$ cat src/rtl/oven_pkg.sv
// Shared state codes and limit arithmetic for the timed oven controller.
package oven_pkg;

    localparam int STATE_W = 3;

    localparam logic [STATE_W-1:0] ST_IDLE  = 3'd0;
    localparam logic [STATE_W-1:0] ST_LOW   = 3'd1;
    localparam logic [STATE_W-1:0] ST_SET   = 3'd2;
    localparam logic [STATE_W-1:0] ST_HIGH  = 3'd3;
    localparam logic [STATE_W-1:0] ST_DONE  = 3'd4;
    localparam logic [STATE_W-1:0] ST_FAULT = 3'd5;

    // Callers truncate the result to TEMP_W+1 bits, so upper limits never wrap.
    function automatic logic [31:0] band_limit(input logic [31:0] base,
                                               input logic [31:0] delta,
                                               input logic        below);
        band_limit = below ? (base - delta) : (base + delta);
    endfunction

endpackage

$ cat src/rtl/oven_tick_timer.sv
// Prescaler dividing clk by TICK_DIV and a saturating elapsed-tick counter.
module oven_tick_timer #(
    parameter int unsigned TIME_W   = 4,
    parameter int unsigned TICK_DIV = 50_000_000
) (
    input  logic              clk,
    input  logic              rst_n,
    input  logic              run,
    input  logic              clear,
    output logic [TIME_W-1:0] elapsed
);

    localparam int PRESC_W = $clog2(TICK_DIV);

    logic [PRESC_W-1:0] presc_q, presc_d;
    logic [TIME_W-1:0]  elapsed_q, elapsed_d;

    always_comb begin
        // NOTE: every combinational output gets a default first so no latch is inferred.
        presc_d   = presc_q;
        elapsed_d = elapsed_q;
        if (clear) begin
            presc_d   = '0;
            elapsed_d = '0;
        end else if (run) begin
            if (presc_q == PRESC_W'(TICK_DIV - 1)) begin
                presc_d = '0;
                if (elapsed_q != '1) begin
                    elapsed_d = elapsed_q + TIME_W'(1);
                end
            end else begin
                presc_d = presc_q + PRESC_W'(1);
            end
        end
    end

    // NOTE: reset is synchronous, so it sits inside the clocked branch, not the sensitivity list.
    always_ff @(posedge clk) begin
        if (!rst_n) begin
            presc_q   <= '0;
            elapsed_q <= '0;
        end else begin
            // NOTE: state registers use non-blocking assignments to avoid race-dependent ordering.
            presc_q   <= presc_d;
            elapsed_q <= elapsed_d;
        end
    end

    assign elapsed = elapsed_q;

endmodule

$ cat src/rtl/oven_ctrl_timed.sv
// Hysteresis oven thermostat with bake timer and sticky DONE state.
// Define OVEN_OVERTEMP_TRIP_EN to add the over-temperature trip into FAULT.
module oven_ctrl_timed
    import oven_pkg::*;
#(
    parameter int unsigned TEMP_W   = 8,
    parameter int unsigned TIME_W   = 4,
    parameter int unsigned HYST     = 10,
    parameter int unsigned TICK_DIV = 50_000_000
`ifdef OVEN_OVERTEMP_TRIP_EN
   ,parameter int unsigned TRIP_MARGIN = 30,
    parameter int unsigned TRIP_CYCLES = 16
`endif
) (
    input  logic               clk,
    input  logic               rst_n,
    input  logic               start,
    input  logic               stop,
    input  logic [TEMP_W-1:0]  temp,
    input  logic [TEMP_W-1:0]  set_temp,
    input  logic [TIME_W-1:0]  set_time,
    output logic [TIME_W-1:0]  elapsed,
    output logic [STATE_W-1:0] state_o,
    output logic               heater,
    output logic               led_idle,
    output logic               led_run,
    output logic               led_high,
    output logic               led_set,
    output logic               led_low,
    output logic               done,
    output logic               fault
);

    localparam int LIM_W = TEMP_W + 1;
    localparam logic [LIM_W-1:0] TEMP_MAX = LIM_W'((2 ** TEMP_W) - 1);

    logic [STATE_W-1:0] state_q, state_d;
    logic [LIM_W-1:0]   temp_x, set_x, upper, lower;
    logic               valid, start_ok, time_up, run, clear, trip;

    assign temp_x   = {1'b0, temp};
    assign set_x    = {1'b0, set_temp};
    assign upper    = LIM_W'(band_limit(32'(set_temp), 32'(HYST), 1'b0));
    assign lower    = LIM_W'(band_limit(32'(set_temp), 32'(HYST), 1'b1));
    assign valid    = (set_x >= LIM_W'(HYST)) && (upper <= TEMP_MAX);
    assign start_ok = start && valid && (set_time != '0);
    assign time_up  = (elapsed >= set_time);
    assign run      = (state_q == ST_LOW) || (state_q == ST_SET) || (state_q == ST_HIGH);
    // Only IDLE/DONE can enter LOW from outside a run, which is exactly a new bake.
    assign clear    = !run && (state_d == ST_LOW);

`ifdef OVEN_OVERTEMP_TRIP_EN
    localparam int CNT_W = $clog2(TRIP_CYCLES + 1);

    logic [CNT_W-1:0] trip_cnt_q, trip_cnt_d;
    logic [LIM_W-1:0] trip_lim;
    logic             hot;

    assign trip_lim = LIM_W'(band_limit(32'(set_temp), 32'(TRIP_MARGIN), 1'b0));
    assign hot      = run && (temp_x >= trip_lim);

    always_comb begin
        trip_cnt_d = '0;
        if (hot) begin
            trip_cnt_d = (trip_cnt_q == CNT_W'(TRIP_CYCLES)) ? trip_cnt_q
                                                             : trip_cnt_q + CNT_W'(1);
        end
    end

    always_ff @(posedge clk) begin
        if (!rst_n) begin
            trip_cnt_q <= '0;
        end else begin
            trip_cnt_q <= trip_cnt_d;
        end
    end

    // Trip on the edge where the count reaches TRIP_CYCLES, not one edge later.
    assign trip = (trip_cnt_d == CNT_W'(TRIP_CYCLES));
`else
    assign trip = 1'b0;
`endif

    always_ff @(posedge clk) begin
        if (!rst_n) begin
            state_q <= ST_IDLE;
        end else begin
            state_q <= state_d;
        end
    end

    always_comb begin
        state_d = state_q;
        case (state_q)
            ST_IDLE: begin
                if (!stop && start_ok) state_d = ST_LOW;
            end
            ST_LOW, ST_SET, ST_HIGH: begin
                if (stop)          state_d = ST_IDLE;
                else if (trip)     state_d = ST_FAULT;
                else if (!valid)   state_d = ST_IDLE;
                else if (time_up)  state_d = ST_DONE;
                else begin
                    case (state_q)
                        ST_LOW:  if (temp_x > lower) state_d = ST_SET;
                        ST_SET:  begin
                            if (temp_x >= upper)      state_d = ST_HIGH;
                            else if (temp_x <= lower) state_d = ST_LOW;
                        end
                        default: if (temp_x < upper) state_d = ST_SET;
                    endcase
                end
            end
            ST_DONE: begin
                if (stop)          state_d = ST_IDLE;
                else if (start_ok) state_d = ST_LOW;
            end
            ST_FAULT: begin
                if (stop) state_d = ST_IDLE;
            end
            default: state_d = ST_IDLE;
        endcase
    end

    always_comb begin
        heater   = 1'b0;
        led_idle = 1'b0;
        led_run  = 1'b0;
        led_high = 1'b0;
        led_set  = 1'b0;
        led_low  = 1'b0;
        done     = 1'b0;
        fault    = 1'b0;
        state_o  = state_q;
        case (state_q)
            ST_IDLE: led_idle = 1'b1;
            ST_LOW: begin
                heater  = 1'b1;
                led_low = 1'b1;
                led_run = 1'b1;
            end
            ST_SET: begin
                led_set = 1'b1;
                led_run = 1'b1;
            end
            ST_HIGH: begin
                led_high = 1'b1;
                led_run  = 1'b1;
            end
            ST_DONE: done = 1'b1;
`ifdef OVEN_OVERTEMP_TRIP_EN
            ST_FAULT: fault = 1'b1;
`endif
            default: ;
        endcase
    end

    oven_tick_timer #(
        .TIME_W  (TIME_W),
        .TICK_DIV(TICK_DIV)
    ) u_timer (
        .clk    (clk),
        .rst_n  (rst_n),
        .run    (run),
        .clear  (clear),
        .elapsed(elapsed)
    );

endmodule

$ cat config.mk
export PLATFORM = sky130hd
export DESIGN_NAME = oven_ctrl_timed
export DESIGN_NICKNAME = d
export VERILOG_FILES = /design/src/rtl/oven_pkg.sv /design/src/rtl/oven_tick_timer.sv /design/src/rtl/oven_ctrl_timed.sv
export SDC_FILE = /design/constraint.sdc
export NUM_CORES = 1
export LEC_CHECK = 0
export ABC_CLOCK_PERIOD_IN_PS = 3800
export CAP_MARGIN = 20
export CORE_MARGIN = 2
export CORE_UTILIZATION = 59
export CTS_CLUSTER_SIZE = 30
export DETAILED_ROUTE_END_ITERATION = 8
export GPL_TIMING_DRIVEN = 0
export PLACE_DENSITY = 0.86
export SYNTH_ARGS = -nofsm -noshare
export SYNTH_HDL_FRONTEND = slang
export SYNTH_HIERARCHICAL = 1
export SYNTH_SLANG_ARGS = --single-unit
$ cat constraint.sdc
create_clock -name clk -period 3.8 [get_ports clk]
set_clock_uncertainty 0.1 [all_clocks]
set_input_delay 0.38 -clock clk [delete_from_list [all_inputs] [get_ports clk]]
set_output_delay 0.38 -clock clk [all_outputs]
set_load 0.05 [all_outputs]
**Run 1: supply network**

(6 px per um) Pins as bars on the die edge.
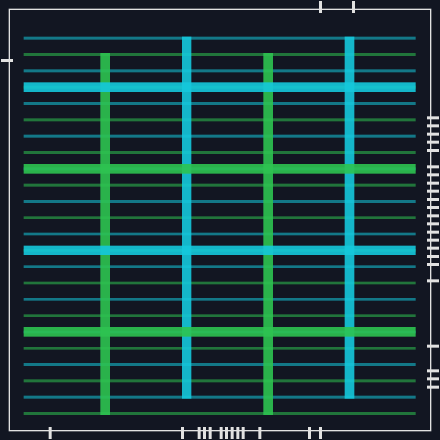
legend:
  cyan:
    net: VDD
  green:
    net: VSS
signal pins: 39
met1 rails: 24
die span in y: 70.0 um
Max VDD drop: 257 uV
die x size: 70.0 um
CORE AREA: 0.00409 mm2

**Run 1: cell classes on the final placement**

(4 px per um) Fill, decap, tap and diode cells in grey.
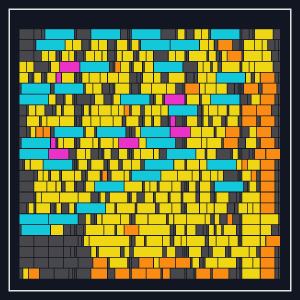
legend:
  orange:
    class: other buffers and delay cells
    cells: 47
  cyan:
    class: flip-flops
    cells: 33
  magenta:
    class: clock drivers and dummy loads
    cells: 8
  yellow:
    class: all other logic
    cells: 265
sequential cell area share: 21.7%
Core Rows: 23
Final Cell Area: 0.00304 mm2

==> Table 3: Implementation characteristics, run 1 <==
Physical implementation characteristics

Parameter                              Value

Layout
  Area added between synthesis and finish .................. 18.4%
  Fraction of final layout cells sized beyond drive strength 1 .................. 6.23%
  Clock buffer cells .................. 8
  Proportion of cell area occupied by multi-input gates .................. 58.3%
  Multi-input logic area .................. 0.00177 mm2
  Most flops, register .................. u_timer/presc_q
  Fill cells .................. 332
  Seq_cells .................. 33
  Number of inverters outside the clock class in the layout .................. 13
  Relative area of non-clock buffer cells in the final design .................. 13.7%

Status
  Result of the run .................. completed

Global routing
  Residual overflow from global routing .................. 0
  Initial antenna violation count .................. 0
  Number of global-route vias before repair .................. 2120
  Met3 layer usage reported by global route .................. 3.90%

Pwr
  Total power .................. 0.767 mW
  Gate power share .................. 22.1%

Yosys
  Number of synthesized flops with an enable pin .................. 0
  Cell Type Count .................. 55
  Nets at Floorplan .................. 360
  Prevailing post-synth register cell .................. sky130_fd_sc_hd__dfxtp_1
  Share of flip-flops with an asynchronous set or reset after synthesis .................. 0%
  Area of the mapped netlist .................. 0.00257 mm2

Clocking
  Number of sinks on the clock net .................. 33
  Postcts setup bufs .................. 0

Worst setup path
  Worst setup startpoint .................. set_temp[1]
  Biggest fanout along the worst timing path .................. 8
  Nature of the critical path startpoint .................. input port
  Slowest CP cell .................. sky130_fd_sc_hd__clkdlybuf4s50_1

Timing
  Setup violators final .................. 0
  Final-layout setup total negative slack .................. 0 ps
  Peak clock frequency supported by timing .................. 0.328 GHz
  Setup slack of the critical path after layout .................. 750 ps

Routing
  Iteration-0 DRC count of the detailed router .................. 181
  Uppermost signal routing layer after detailed routing .................. met4
  Number of design rule violations left after detail routing .................. 0
  Met3 wire length .................. 273 um
  Sum of routed wire segments on met1 .................. 2.91 mm
  Drt pass-1 iters .................. 4

Die
  Tap cells .................. 50
  Floorplan core density .................. 62.9%

Place
  DP Worst Slack .................. 468 ps
  Global placement routability congestion .................. 0.871
  HPWL reported at the end of detailed placement .................. 4.37 mm

Hold path
  Worst hold path endpoint .................. u_timer/presc_q[25]
**Run 1: routed clock nets over the placement**

(8 px per um)
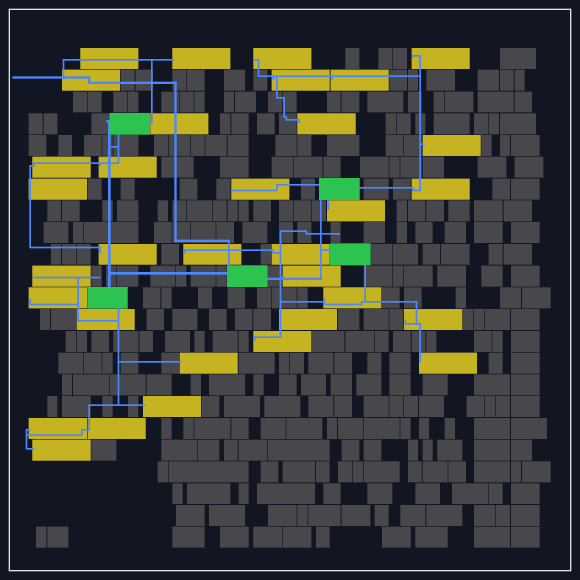
legend:
  blue:
    item: clock wires
    length: 401 um
  yellow:
    item: flip-flops
    count: 33
  green:
    item: cells driving clock nets
    count: 5
routed clock nets: 6
Clock Power: 0.248 mW
source-to-sink clock delay at the later pin of the worst-skew pair: 280 ps

## run 1: cell families after synthesis
family / count (synthesis)
xor+xnor: 21
simple gates: 136
buf+inv: 27
other cells: 1
compound gates: 68
fa+ha+maj: 24
flops: 33
mux: 2
## run 1: power groups by stage
stage / Clock [mW] / Combinational (mW) / Sequential, mW
2_1_floorplan: 0 / 0.112 / 0.358
3_3_place_gp: 0 / 0.163 / 0.356
3_5_place_dp: 0 / 0.168 / 0.356
4_1_cts: 0.252 / 0.168 / 0.349
5_1_grt: 0.270 / 0.187 / 0.349
6_report: 0.248 / 0.170 / 0.349
==> run 2: changes to the inputs <==
--- a/config.mk
+++ b/config.mk
@@ -5,14 +5,14 @@
 export SDC_FILE = /design/constraint.sdc
 export NUM_CORES = 1
 export LEC_CHECK = 0
-export ABC_CLOCK_PERIOD_IN_PS = 3800
+export ABC_CLOCK_PERIOD_IN_PS = 2650
 export CAP_MARGIN = 20
 export CORE_MARGIN = 2
-export CORE_UTILIZATION = 59
+export CORE_UTILIZATION = 49
 export CTS_CLUSTER_SIZE = 30
 export DETAILED_ROUTE_END_ITERATION = 8
 export GPL_TIMING_DRIVEN = 0
-export PLACE_DENSITY = 0.86
+export PLACE_DENSITY = 0.76
 export SYNTH_ARGS = -nofsm -noshare
 export SYNTH_HDL_FRONTEND = slang
 export SYNTH_HIERARCHICAL = 1
==> constraint.sdc (replaced) <==
create_clock -name clk -period 2.65 [get_ports clk]
set_clock_uncertainty 0.1 [all_clocks]
set_input_delay 0.265 -clock clk [delete_from_list [all_inputs] [get_ports clk]]
set_output_delay 0.265 -clock clk [all_outputs]
set_load 0.05 [all_outputs]
==> run 2 against run 1 <==
Synthesized area is the same; global-route usage shrank 3.3 points; die area grew 19%; final area rose by 1.8%; core utilization decreased by 13 points; non-clock buffer count grew 1; total power is 44% higher; first-iteration DRC count down 39%; via count up 1.7%.
==> Table 3: Implementation characteristics, run 2 <==
Physical implementation characteristics

Parameter                              Value

Pwr
  Clock Power .................. 0.357 mW
  Comb pwr .................. 0.246 mW
  Total power .................. 1.10 mW
  Group with the largest share of power .................. sequential cells
  Gate power share .................. 22.3%
  Seq group .................. 0.500 mW
  Max VDD drop .................. 383 uV

Layout
  Seq_cells .................. 33
  Multi-input logic area .................. 0.00179 mm2
  Area added between synthesis and finish .................. 20.6%
  Proportion of cell area occupied by multi-input gates .................. 57.8%
  Most flops, register .................. u_timer/presc_q
  Fraction of final layout cells sized beyond drive strength 1 .................. 8.47%
  Fill cells .................. 474
  Clock buffer cells .................. 6
  Number of inverters outside the clock class in the layout .................. 13

Timing
  Setup violators final .................. 0
  Peak clock frequency supported by timing .................. 0.399 GHz
  Final-layout setup total negative slack .................. 0 ps
  Setup slack of the critical path after layout .................. 147 ps

Place
  DP Worst Slack .................. -550 ps
  Global placement routability congestion .................. 0.873

Routing
  Drt pass-1 iters .................. 4
  Sum of routed wire segments on met1 .................. 2.73 mm
  Number of design rule violations left after detail routing .................. 0
  Iteration-0 DRC count of the detailed router .................. 111

Status
  Result of the run .................. completed

Clocking
  Postcts setup bufs .................. 0
  Source-to-sink clock delay at the later pin of the worst-skew pair .................. 280 ps
  Number of sinks on the clock net .................. 33

Worst setup path
  Slowest CP cell .................. sky130_fd_sc_hd__clkdlybuf4s50_1
  Worst setup startpoint .................. state_o[0]
  Nature of the critical path startpoint .................. flop
  Biggest fanout along the worst timing path .................. 10

Die
  Floorplan core density .................. 50.6%
  Core Rows .................. 26
  Die x size .................. 76.4 um

Hold path
  Worst hold path endpoint .................. state_o[1]

Global routing
  Number of global-route vias before repair .................. 2211
  Residual overflow from global routing .................. 0
  Initial antenna violation count .................. 0

Yosys
  Cell Type Count .................. 55
  Area of the mapped netlist .................. 0.00257 mm2
  Share of flip-flops with an asynchronous set or reset after synthesis .................. 0%
  Nets at Floorplan .................. 360
==> run 2: cell count changes in the layout (fill, tap and decap cells not counted), sizes merged <==
cell	delta
dlymetal6s2s	+1
clkdlybuf4s50	-3
clkinv	+2
buf	+1
clkbuf	-1
dlygate4sd2	+1
==> run 2: logic make-up (layout without fill, tap and decap cells) <==
| kind of cell | Yosys count | in the layout | synth area share (%) |
|---|---|---|---|
| AOI/OAI and AO/OA | 68 | 68 | 17.5 |
| xor gates and xnor gates | 21 | 21 | 7.16 |
| adders and majority gates | 24 | 24 | 11.7 |
| buffers and inverters | 27 | 69 | 5.26 |
| DFF | 33 | 33 | 25.7 |
| muxes | 2 | 2 | 0.779 |
| other | 1 | 1 | 0.146 |
| and+or+nand+nor | 136 | 136 | 31.8 |
**Run 2: cell classes on the final placement**

(4 px per um) Fill, decap, tap and diode cells in grey.
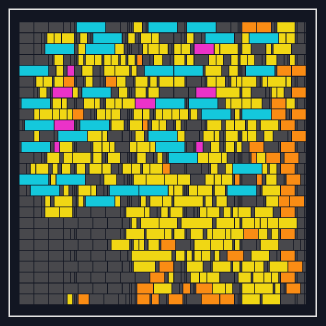
legend:
  yellow:
    class: all other logic
    cells: 265
  orange:
    class: other buffers and delay cells
    cells: 48
  cyan:
    class: flip-flops
    cells: 33
  magenta:
    class: clock drivers and dummy loads
    cells: 8
CORE AREA: 0.00507 mm2
Final Cell Area: 0.00310 mm2
sequential cell area share: 21.3%

==> run 3: changes to the inputs <==
--- a/config.mk
+++ b/config.mk
@@ -6,7 +6,7 @@
 export NUM_CORES = 1
 export LEC_CHECK = 0
 export ABC_CLOCK_PERIOD_IN_PS = 2650
-export CAP_MARGIN = 20
+export CAP_MARGIN = 10
 export CORE_MARGIN = 2
 export CORE_UTILIZATION = 49
 export CTS_CLUSTER_SIZE = 30
**Run 3: cell classes on the final placement**

(4 px per um) Fill, decap, tap and diode cells in grey.
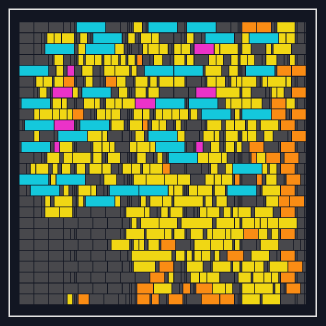
legend:
  orange:
    class: other buffers and delay cells
    cells: 48
  magenta:
    class: clock drivers and dummy loads
    cells: 8
  cyan:
    class: flip-flops
    cells: 33
  yellow:
    class: all other logic
    cells: 265
share of the core filled with cells in the final layout: 61.0%
Core Rows: 26

==> run 3 against run 2 <==
Flip-flop count unchanged; combinational power about the same; hold slack unchanged; count of clock-buffer cells in the layout unchanged; final area is the same.
==> Table 3: Implementation characteristics, run 3 <==
Physical implementation characteristics

Parameter                              Value

Place
  Global placement routability congestion .................. 0.873
  HPWL reported at the end of detailed placement .................. 4.51 mm
  DP Worst Slack .................. -550 ps

Die
  Tap cells .................. 70
  Die x size .................. 76.4 um
  Floorplan core density .................. 50.6%
  Die span in y .................. 76.4 um

Layout
  Relative area of non-clock buffer cells in the final design .................. 13.8%
  Multi-input logic area .................. 0.00179 mm2
  Final Cell Area .................. 0.00310 mm2
  Most flops, register .................. u_timer/presc_q
  Seq_cells .................. 33
  Clock buffer cells .................. 6
  Fraction of final layout cells sized beyond drive strength 1 .................. 8.47%
  Number of inverters outside the clock class in the layout .................. 13

Yosys
  Prevailing post-synth register cell .................. sky130_fd_sc_hd__dfxtp_1
  Area of the mapped netlist .................. 0.00257 mm2
  Share of flip-flops with an asynchronous set or reset after synthesis .................. 0%
  Cell Type Count .................. 55

Global routing
  Residual overflow from global routing .................. 0
  Number of global-route vias before repair .................. 2211
  Initial antenna violation count .................. 0
  Met3 layer usage reported by global route .................. 4.03%

Routing
  Uppermost signal routing layer after detailed routing .................. met4
  Sum of routed wire segments on met1 .................. 2.73 mm

Status
  Result of the run .................. completed

Pwr
  Total power .................. 1.10 mW

Worst setup path
  Biggest fanout along the worst timing path .................. 10

Timing
  Final-layout setup total negative slack .................. 0 ps
  Setup violators final .................. 0
  Peak clock frequency supported by timing .................. 0.399 GHz

Hold path
  Worst hold path endpoint .................. state_o[1]
## run 3: power groups by stage
stage          logic (mW)  registers [mW]  clock network, mW
6_report            0.246           0.500              0.357
5_1_grt             0.272           0.500              0.391
4_1_cts             0.246           0.500              0.368
3_5_place_dp        0.242           0.511                  0
3_3_place_gp        0.235           0.511                  0
2_1_floorplan       0.160           0.514                  0
## run 3: logic make-up after synthesis
family / synth area share (%)
simple gates: 31.8
buf+inv: 5.26
other cells: 0.146
compound gates: 17.5
fa+ha+maj: 11.7
flops: 25.7
xor+xnor: 7.16
mux: 0.779
## run 3: repair_timing
item / CTS / global route
pin swaps: 0 / 1
buffers inserted: 0 / 1
resized: 8 / 5
endpoints found under the hold margin: 0 / 0
endpoints found under the setup margin: 21 / 27
Power and IR drop assume default switching activity.
